Run 1, clock distribution:
Drawn at 4 px/µm.
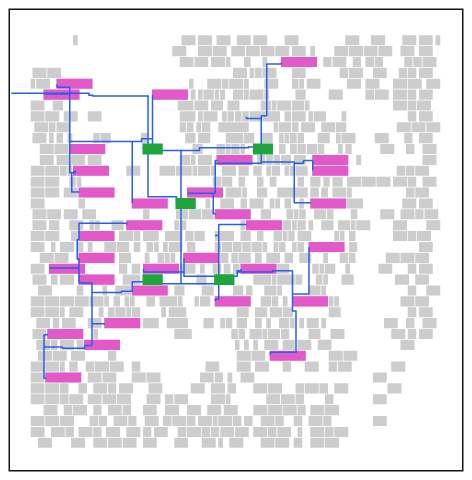
Run 1, clock routing:
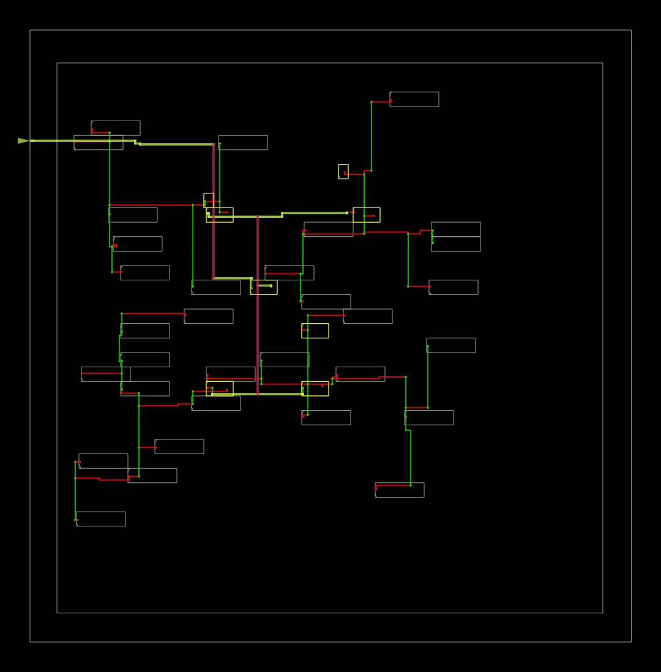
Run 1, selected gate families:
Drawn at 2 px/µm.
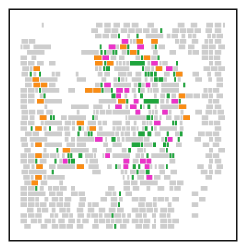
`src/rtl/AXI_define.svh`:
```
// Shared AXI width macros for the SRAM slave and anything that talks to it.
`ifndef AXI_DEFINE_SVH
`define AXI_DEFINE_SVH

`define AXI_IDS_BITS  8
`define AXI_ADDR_BITS 32
`define AXI_DATA_BITS 32
`define AXI_LEN_BITS  4
`define AXI_SIZE_BITS 3
`define AXI_STRB_BITS 4

`endif

```
`src/rtl/axi_pkg.sv`:
```
// Common AXI constants shared by the SRAM slave and its testbench.
//   RESP_OKAY   : normal-completion response code
//   BURST_INCR  : incrementing burst encoding (the only kind the slave implements)
//   AXI_ID_BITS : transaction ID width, taken from AXI_define.svh
`include "AXI_define.svh"

package axi_pkg;

  localparam logic [1:0] RESP_OKAY   = 2'b00;
  localparam logic [1:0] BURST_INCR  = 2'b01;
  localparam int         AXI_ID_BITS = `AXI_IDS_BITS;

endpackage

```
`src/rtl/axi_sram_slave.sv`:
```
// AXI3 slave bridging one transaction at a time onto a synchronous 32-bit SRAM.
//
// Ports
//   ACLK, ARESETn                : clock, asynchronous active-low reset
//   AW* / AWREADY                : write-address channel
//   W*  / WREADY                 : write-data channel
//   B*  / BREADY                 : write-response channel
//   AR* / ARREADY                : read-address channel
//   R*  / RREADY                 : read-data channel
//   SRAM_CS, SRAM_OE             : chip select / output enable (active-high)
//   SRAM_WEB                     : per-byte write enable (active-low)
//   SRAM_A                       : word address
//   SRAM_DI / SRAM_DO            : write data / read data (DO valid one cycle after A)
//
// Bursts are always treated as INCR with 4-byte beats; the word address wraps
// at the SRAM size. Write always beats read when both address channels are
// valid in the same idle cycle.
`include "AXI_define.svh"

module axi_sram_slave
  import axi_pkg::*;
#(
  parameter int SRAM_ADDR_BITS = 14
) (
  input  logic                      ACLK,
  input  logic                      ARESETn,
  // write address
  input  logic [`AXI_IDS_BITS-1:0]  AWID,
  input  logic [31:0]               AWADDR,
  input  logic [3:0]                AWLEN,
  input  logic [2:0]                AWSIZE,
  input  logic [1:0]                AWBURST,
  input  logic                      AWVALID,
  output logic                      AWREADY,
  // write data
  input  logic [31:0]               WDATA,
  input  logic [3:0]                WSTRB,
  input  logic                      WLAST,
  input  logic                      WVALID,
  output logic                      WREADY,
  // write response
  output logic [`AXI_IDS_BITS-1:0]  BID,
  output logic [1:0]                BRESP,
  output logic                      BVALID,
  input  logic                      BREADY,
  // read address
  input  logic [`AXI_IDS_BITS-1:0]  ARID,
  input  logic [31:0]               ARADDR,
  input  logic [3:0]                ARLEN,
  input  logic [2:0]                ARSIZE,
  input  logic [1:0]                ARBURST,
  input  logic                      ARVALID,
  output logic                      ARREADY,
  // read data
  output logic [`AXI_IDS_BITS-1:0]  RID,
  output logic [31:0]               RDATA,
  output logic [1:0]                RRESP,
  output logic                      RLAST,
  output logic                      RVALID,
  input  logic                      RREADY,
  // SRAM macro
  output logic                      SRAM_CS,
  output logic                      SRAM_OE,
  output logic [3:0]                SRAM_WEB,
  output logic [SRAM_ADDR_BITS-1:0] SRAM_A,
  output logic [31:0]               SRAM_DI,
  input  logic [31:0]               SRAM_DO
);

  typedef enum logic [1:0] {
    IDLE,
    READ,
    WRITE,
    RESP
  } state_t;

  state_t                      state_reg, state_next;
  logic [`AXI_IDS_BITS-1:0]    id_reg, id_next;
  logic [SRAM_ADDR_BITS-1:0]   addr_reg, addr_next;
  logic [3:0]                  len_reg, len_next;
  logic [3:0]                  beat_reg, beat_next;

  logic [SRAM_ADDR_BITS-1:0]   aw_word;
  logic [SRAM_ADDR_BITS-1:0]   ar_word;
  logic [SRAM_ADDR_BITS-1:0]   addr_inc;

  assign aw_word  = AWADDR[SRAM_ADDR_BITS+1:2];
  assign ar_word  = ARADDR[SRAM_ADDR_BITS+1:2];
  // Natural overflow gives the modulo-SRAM-size wrap.
  assign addr_inc = addr_reg + SRAM_ADDR_BITS'(1);

  // Size, burst type and the address bits outside the SRAM window carry no
  // meaning for this slave.
  logic unused_inputs;
  assign unused_inputs = ^{AWSIZE, AWBURST, ARSIZE, ARBURST,
                           AWADDR[31:SRAM_ADDR_BITS+2], AWADDR[1:0],
                           ARADDR[31:SRAM_ADDR_BITS+2], ARADDR[1:0]};

  assign RID   = id_reg;
  assign BID   = id_reg;
  assign RRESP = RESP_OKAY;
  assign BRESP = RESP_OKAY;

  always_ff @(posedge ACLK or negedge ARESETn) begin
    if (!ARESETn) begin
      state_reg <= IDLE;
      id_reg    <= '0;
      addr_reg  <= '0;
      len_reg   <= '0;
      beat_reg  <= '0;
    end else begin
      state_reg <= state_next;
      id_reg    <= id_next;
      addr_reg  <= addr_next;
      len_reg   <= len_next;
      beat_reg  <= beat_next;
    end
  end

  always_comb begin
    state_next = state_reg;
    id_next    = id_reg;
    addr_next  = addr_reg;
    len_next   = len_reg;
    beat_next  = beat_reg;

    AWREADY    = 1'b0;
    ARREADY    = 1'b0;
    WREADY     = 1'b0;
    BVALID     = 1'b0;
    RVALID     = 1'b0;
    RLAST      = 1'b0;
    RDATA      = '0;
    SRAM_CS    = 1'b0;
    SRAM_OE    = 1'b0;
    SRAM_WEB   = 4'hF;
    SRAM_A     = addr_reg;
    SRAM_DI    = '0;

    unique case (state_reg)
      IDLE: begin
        AWREADY = 1'b1;
        ARREADY = ~AWVALID;
        if (AWVALID) begin
          id_next    = AWID;
          addr_next  = aw_word;
          len_next   = AWLEN;
          beat_next  = '0;
          state_next = WRITE;
        end else if (ARVALID) begin
          // Launch the first SRAM read in the handshake cycle so the data is
          // on SRAM_DO exactly when RVALID rises.
          id_next    = ARID;
          addr_next  = ar_word;
          len_next   = ARLEN;
          beat_next  = '0;
          SRAM_A     = ar_word;
          SRAM_CS    = 1'b1;
          SRAM_OE    = 1'b1;
          state_next = READ;
        end
      end

      READ: begin
        RVALID  = 1'b1;
        RDATA   = SRAM_DO;
        RLAST   = (beat_reg == len_reg);
        SRAM_CS = 1'b1;
        SRAM_OE = 1'b1;
        // When stalled the current address is re-read every cycle, which keeps
        // RDATA stable; on a handshake the next word is fetched immediately.
        if (RREADY) begin
          SRAM_A    = addr_inc;
          addr_next = addr_inc;
          beat_next = beat_reg + 4'd1;
          if (beat_reg == len_reg) begin
            state_next = IDLE;
          end
        end
      end

      WRITE: begin
        WREADY = 1'b1;
        if (WVALID) begin
          SRAM_CS   = 1'b1;
          SRAM_WEB  = ~WSTRB;
          SRAM_DI   = WDATA;
          addr_next = addr_inc;
          beat_next = beat_reg + 4'd1;
          // WLAST alone terminates the burst, whatever AWLEN promised.
          if (WLAST) begin
            state_next = RESP;
          end
        end
      end

      RESP: begin
        BVALID = 1'b1;
        if (BREADY) begin
          state_next = IDLE;
        end
      end

      default: begin
        state_next = IDLE;
      end
    endcase
  end

endmodule

```
`config.mk`:
```
export PLATFORM = sky130hd
export DESIGN_NAME = axi_sram_slave
export DESIGN_NICKNAME = d
export VERILOG_FILES = /design/src/rtl/axi_pkg.sv /design/src/rtl/axi_sram_slave.sv
export VERILOG_INCLUDE_DIRS = /design/src /design/src/rtl
export SDC_FILE = /design/constraint.sdc
export NUM_CORES = 1
export LEC_CHECK = 0
export ABC_AREA = 0
export ABC_CLOCK_PERIOD_IN_PS = 5800
export CORE_AREA = 5 5 108 110
export DETAILED_ROUTE_END_ITERATION = 8
export DIE_AREA = 0 0 113 115
export PLACE_DENSITY = 0.83
export SLEW_MARGIN = 20
export SYNTH_ARGS = -nofsm -noshare
export SYNTH_HDL_FRONTEND = slang
export SYNTH_SLANG_ARGS = --single-unit
```
`constraint.sdc`:
```
create_clock -name ACLK -period 5.8 [get_ports ACLK]
set_clock_uncertainty 0.05 [all_clocks]
set_input_delay 0.58 -clock ACLK [delete_from_list [all_inputs] [get_ports ACLK]]
set_output_delay 0.58 -clock ACLK [all_outputs]
set_load 0.005 [all_outputs]
```
==> Slide: Implementation Results, run 1 <==
Key Metrics from the Run

Outcome
  – Status: finished, final reports clean

Power and ir drop
  – Peak supply drop: 202.5 µV
  – Combinational gate power: 1.68 mW
  – Highest-power group: combinational cells
  – Pwr/cell area: 400.6 nW/µm²
  – Lkg Pwr: 2.526 nW
  – Power Internal: 1.337 mW
  – Part of the power in combinational logic: 70.5%
  – Sequential share of power: 21.6%
  – Design Power: 2.389 mW

Final layout
  – Layout net count: 852
  – Buffers excl. clock: 241
  – Post-Layout Inst Area: 5964 µm²
  – FF/Latch Area: 800.8 µm²
  – Fraction of layout cells with a size suffix above 1: 4.911%
  – Inverters: 9
  – Dominant logic cell types in the final layout: 233 x clkdlybuf4s50_1, 73 x nand2_1, 37 x o21ai_0, 36 x and2_1

Flow run
  – MaxCap Viol Count: 0

Yosys
  – Main logic family: simple AND/OR/NAND/NOR gates
  – Library cells used by synthesis: 52
  – Chip area in the Yosys report: 3613 µm²
  – FFs w/ async S/R, synth: 100.0%
  – Yosys xor share: 4.605%
  – Post-Synthesis Cells: 479
  – Seq share, synth: 22.16%
  – Yosys adder share: 2.424%

Setup path
  – Worst Setup SP: RREADY
  – Crit path DRT: 5.17 ns
  – Worst Setup End Kind: output pin
  – Crit Path Max Fanout: 19
  – CP startpoint kind: primary input

Clocking
  – Post-CTS Setup Bufs: 0
  – Cts hold-fix bufs: 0
  – CTS max path bufs: 2

Route
  – DRC viols: 0
  – Max Used Layer: met5
  – Routed wire per std cell: 17.34 µm
  – Detailed-router iteration count before antenna repair: 4
  – Via density: 5.293

GRT
  – Met3 Track Usage GR: 6.789%
  – GR Util met2: 34.76%
  – Gr busiest metal: met2
  – Vias in the first global route: 4429

STA
  – Final Hold Viols: 0
  – Fin. max-slew vios: 0
  – Minimum clock period: 3.825 ns
  – Worst hold slack: 0.4567 ns
  – Worst setup margin: 1.975 ns
  – Final setup violation count: 0

Min path
  – Hold Startpoint: len_reg[3]$_DFFE_PN0P_

Placed design
  – Port bufs: 233
  – Dpl cells: 804
  – Final Wtd Congestion: 0.8627

Die
  – Row cnt: 38
  – Tapcells: 140
  – I/O pin count: 284
## Picture notes: 'clock distribution'
cells driving clock nets -> green  # count 5
flip-flops -> magenta  # count 32
clock wires -> blue  # length 566 µm
routed clock nets = 6
worst-skew pair later-pin latency: 0.29 ns
clock group power: 0.189 mW
clock power share: 7.9%

## Picture notes: 'clock routing'
# clock sinks: 32
CTS Buf Count: 5
Layout clock buffers: 6
flop count: 32

## Picture notes: 'selected gate families'
NAND gates -> green  # cells 100, most used nand2_1
multiplexers -> orange  # cells 32, most used mux2i_1
AND-OR and OR-AND gates -> magenta  # cells 28, most used a221o_1

-- run 1: cells in the mapped netlist, drive strengths merged (10+ instances only) --
cell,number,area share [%]
o21ai,39,5.4
and3,32,5.5
nor2,20,2.1
xor2,10,2.4
a221o,10,2.8
nand2,73,7.6
and2,36,6.2
clkbuf,24,2.5
mux2i,23,6.4
a21oi,11,1.6
dfrtp,32,22
nor3,10,1.4
buf,35,6.4
nand3,14,2.1
-- run 1: worst max-delay path, cell delays in order --
cell	delay, ns
clkdlybuf4s50_1	0.96
nand4_2	0.37
nor4_4	0.34
mux2i_1	0.27
a221o_1	0.15
clkdlybuf4s50_1	0.50
Run 1, M3 wires:
Drawn at 4 px/µm.
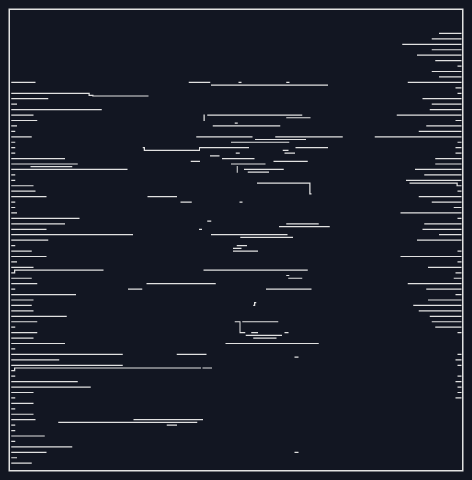

==> run 2: changes to the inputs <==
--- a/config.mk
+++ b/config.mk
@@ -7,11 +7,11 @@
 export NUM_CORES = 1
 export LEC_CHECK = 0
 export ABC_AREA = 0
-export ABC_CLOCK_PERIOD_IN_PS = 5800
-export CORE_AREA = 5 5 108 110
+export ABC_CLOCK_PERIOD_IN_PS = 3300
+export CORE_MARGIN = 5
+export CORE_UTILIZATION = 31
 export DETAILED_ROUTE_END_ITERATION = 8
-export DIE_AREA = 0 0 113 115
-export PLACE_DENSITY = 0.83
+export PLACE_DENSITY = 0.79
 export SLEW_MARGIN = 20
 export SYNTH_ARGS = -nofsm -noshare
 export SYNTH_HDL_FRONTEND = slang
==> constraint.sdc (replaced) <==
create_clock -name ACLK -period 3.3 [get_ports ACLK]
set_clock_uncertainty 0.05 [all_clocks]
set_input_delay 0.33 -clock ACLK [delete_from_list [all_inputs] [get_ports ACLK]]
set_output_delay 0.33 -clock ACLK [all_outputs]
set_load 0.005 [all_outputs]
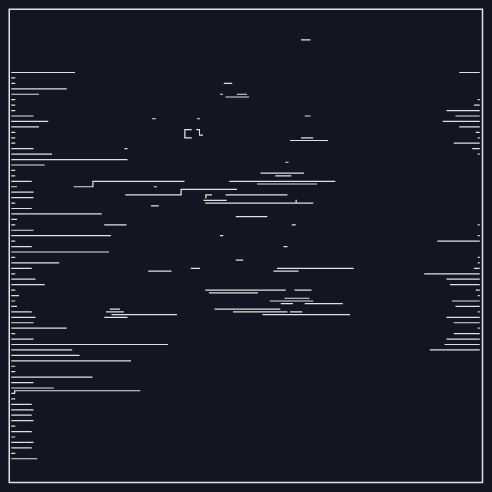
Run 2: M3 wires
Drawn at 4 px/µm.
longest straight run = 38.9 µm
nets with wire on the layer = 137
main direction = horizontal
wire length on this layer = 1050 µm
share of all routed wire = 7.7%
met3 Track Usage GR: 4.373%
vias post-DR: 4257
DRT Wirelength: 13.66 mm

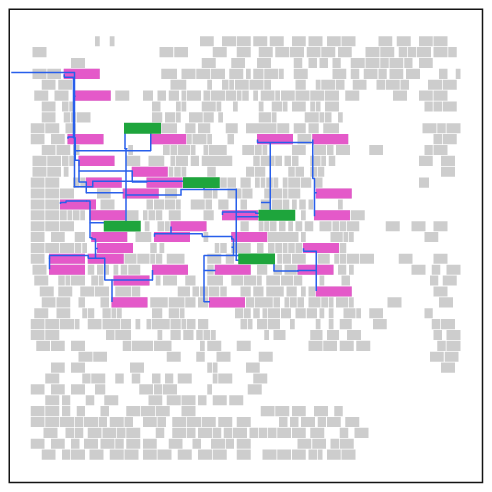
Run 2: clock distribution
Drawn at 4 px/µm.
flip-flops -> magenta  # count 32
cells driving clock nets -> green  # count 5
clock wires -> blue  # length 488 µm
routed clock nets = 6

==> run 2 against run 1 <==
Against the previous run: highest routed layer is now met4; sequential power up 76%; synthesized area stayed put; non-clock buffer count grew 9; critical endpoint is now SRAM_A[12]; critical path depth up 1; critical path type is now flop to output pin.
==> Slide: Implementation Results, run 2 <==
Key Metrics from the Run

STA
  – Worst hold slack: 0.4083 ns (-0.04844 ns)
  – Fmax: 327.9 MHz
  – Final setup violation count: 0 (unchanged)
  – Worst setup margin: 0.2503 ns (-1.725 ns)
  – Minimum clock period: 3.050 ns
  – Fin. max-slew vios: 0 (unchanged)
  – Final Hold Viols: 0 (unchanged)

Clocking
  – CTS max path bufs: 2 (unchanged)
  – Cts hold-fix bufs: 0 (unchanged)
  – Worst-skew pair later-pin latency: 0.28 ns (about the same)
  – CTS Buf Count: 5 (unchanged)
  – # clock sinks: 32 (unchanged)
  – Post-CTS Setup Bufs: 0 (unchanged)

Power and ir drop
  – Clock group power: 0.467 mW (+150%)
  – Power Internal: 2.521 mW (+89%)
  – Design Power: 4.371 mW (+83%)
  – Clock power share: 10.7% (+2.8 points)
  – Sw Ratio: 42.32%
  – Sequential power: 0.906 mW
  – Part of the power in combinational logic: 68.6% (-1.9 points)
  – Pwr/cell area: 716.6 nW/µm² (+79%)
  – Peak supply drop: 430.2 µV (+110%)
  – Highest-power group: combinational cells
  – Sequential share of power: 20.7% (-0.9 points)
  – Combinational gate power: 3.00 mW (+79%)
  – Lkg Pwr: 2.588 nW (+2.5%)

Outcome
  – Status: finished, final reports clean

Route
  – Routed wire per std cell: 16.58 µm (-4.4%)
  – Via density: 5.166 (-2.4%)
  – Detailed-router iteration count before antenna repair: 5 (+1)
  – DRC viols: 0 (unchanged)
  – Max Used Layer: met4

Yosys
  – Synth cell count leaders: 73 x nand2_1, 38 x o21ai_0, 36 x and2_1
  – Yosys adder share: 2.424% (unchanged)
  – Seq share, synth: 22.16% (unchanged)
  – Yosys xor share: 4.605% (unchanged)
  – Post-Synthesis Cells: 479 (unchanged)
  – Chip area in the Yosys report: 3613 µm² (unchanged)
  – Simple Share, Synth: 31.27%
  – Library cells used by synthesis: 52 (unchanged)
  – Post-synth top area cell: dfrtp_1
  – Most frequent cell after synthesis: nand2_1
  – Area leader share: 22.16% (unchanged)
  – Top area cell types: dfrtp_1 22%, nand2_1 7.6%, mux2i_1 6.4%
  – FFs w/ async S/R, synth: 100.0% (unchanged)
  – Mapped Area: 3613 µm²
  – Main logic family: simple AND/OR/NAND/NOR gates

GRT
  – Gr busiest metal: met2
  – Vias in the first global route: 4379 (-1.1%)
  – GR Util met2: 33.45% (-1.3 points)

Flow run
  – MaxCap Viol Count: 0 (unchanged)

Final layout
  – Dominant logic cell types in the final layout: 233 x clkdlybuf4s50_1, 73 x nand2_1, 37 x o21ai_0, 36 x and2_1
  – Post-Layout Inst Area: 6100 µm² (+2.3%)
  – Layout net count: 861 (+1.1%)
  – Fraction of layout cells with a size suffix above 1: 6.167% (+1.3 points)

Die
  – Core area: 11420 µm²
  – I/O pin count: 284 (unchanged)
  – Die Ht: 118.0 µm
  – Row cnt: 39 (+2.6%)

Setup path
  – Crit-path cells: ha_1 > nand3_1 > nor4_2 > nand2_1 > xnor2_1 > a221o_1 > clkdlybuf4s50_1
  – RR Startpoint: state_reg[1]$_DFFE_PN0P_
  – Critical Path Max Stage Delay: 0.47 ns (-0.49 ns)
  – CP max stage cell: dfrtp_1
  – Crit path DRT: 2.92 ns (-2.25 ns)
  – Crit Path Category: flop to output pin
  – CP startpoint kind: flop
  – Crit Path Max Fanout: 7 (-12)

Placed design
  – Placed Area: 5943 µm²
  – Final Wtd Congestion: 0.8661 (+0.39%)
  – Port bufs: 233 (unchanged)
  – Dpl cells: 816 (+1.5%)
## run 2: cell counts after synthesis
Identical to the previous run, type by type.
## run 2: critical path, delay by kind of cell (launching register included)
kind	cells	cell delay (ns)
simple gates	3	0.70
fa+ha+maj	1	0.32
buf+inv	1	0.45
compound gates	1	0.31
flops	1	0.47
xor+xnor	1	0.14
## run 2: what timing repair did
action | 4_1_cts | 5_1_grt
setup endpoints to repair | 0 | 1
hold endpoints to repair | 0 | 0
gates resized | 0 | 1
## run 2: area by class of cell
class | count | area, µm² | area share, %
clock buffer | 7 | 142.6 | 2.338
sequential | 32 | 800.8 | 13.13
multi-input combinational | 382 | 2476 | 40.59
inverter | 9 | 33.78 | 0.5538
timing repair buffer | 250 | 2460 | 40.33
tap | 143 | 178.9 | 2.933
clock inverter | 1 | 7.507 | 0.1231
Power and IR drop assume default switching activity.
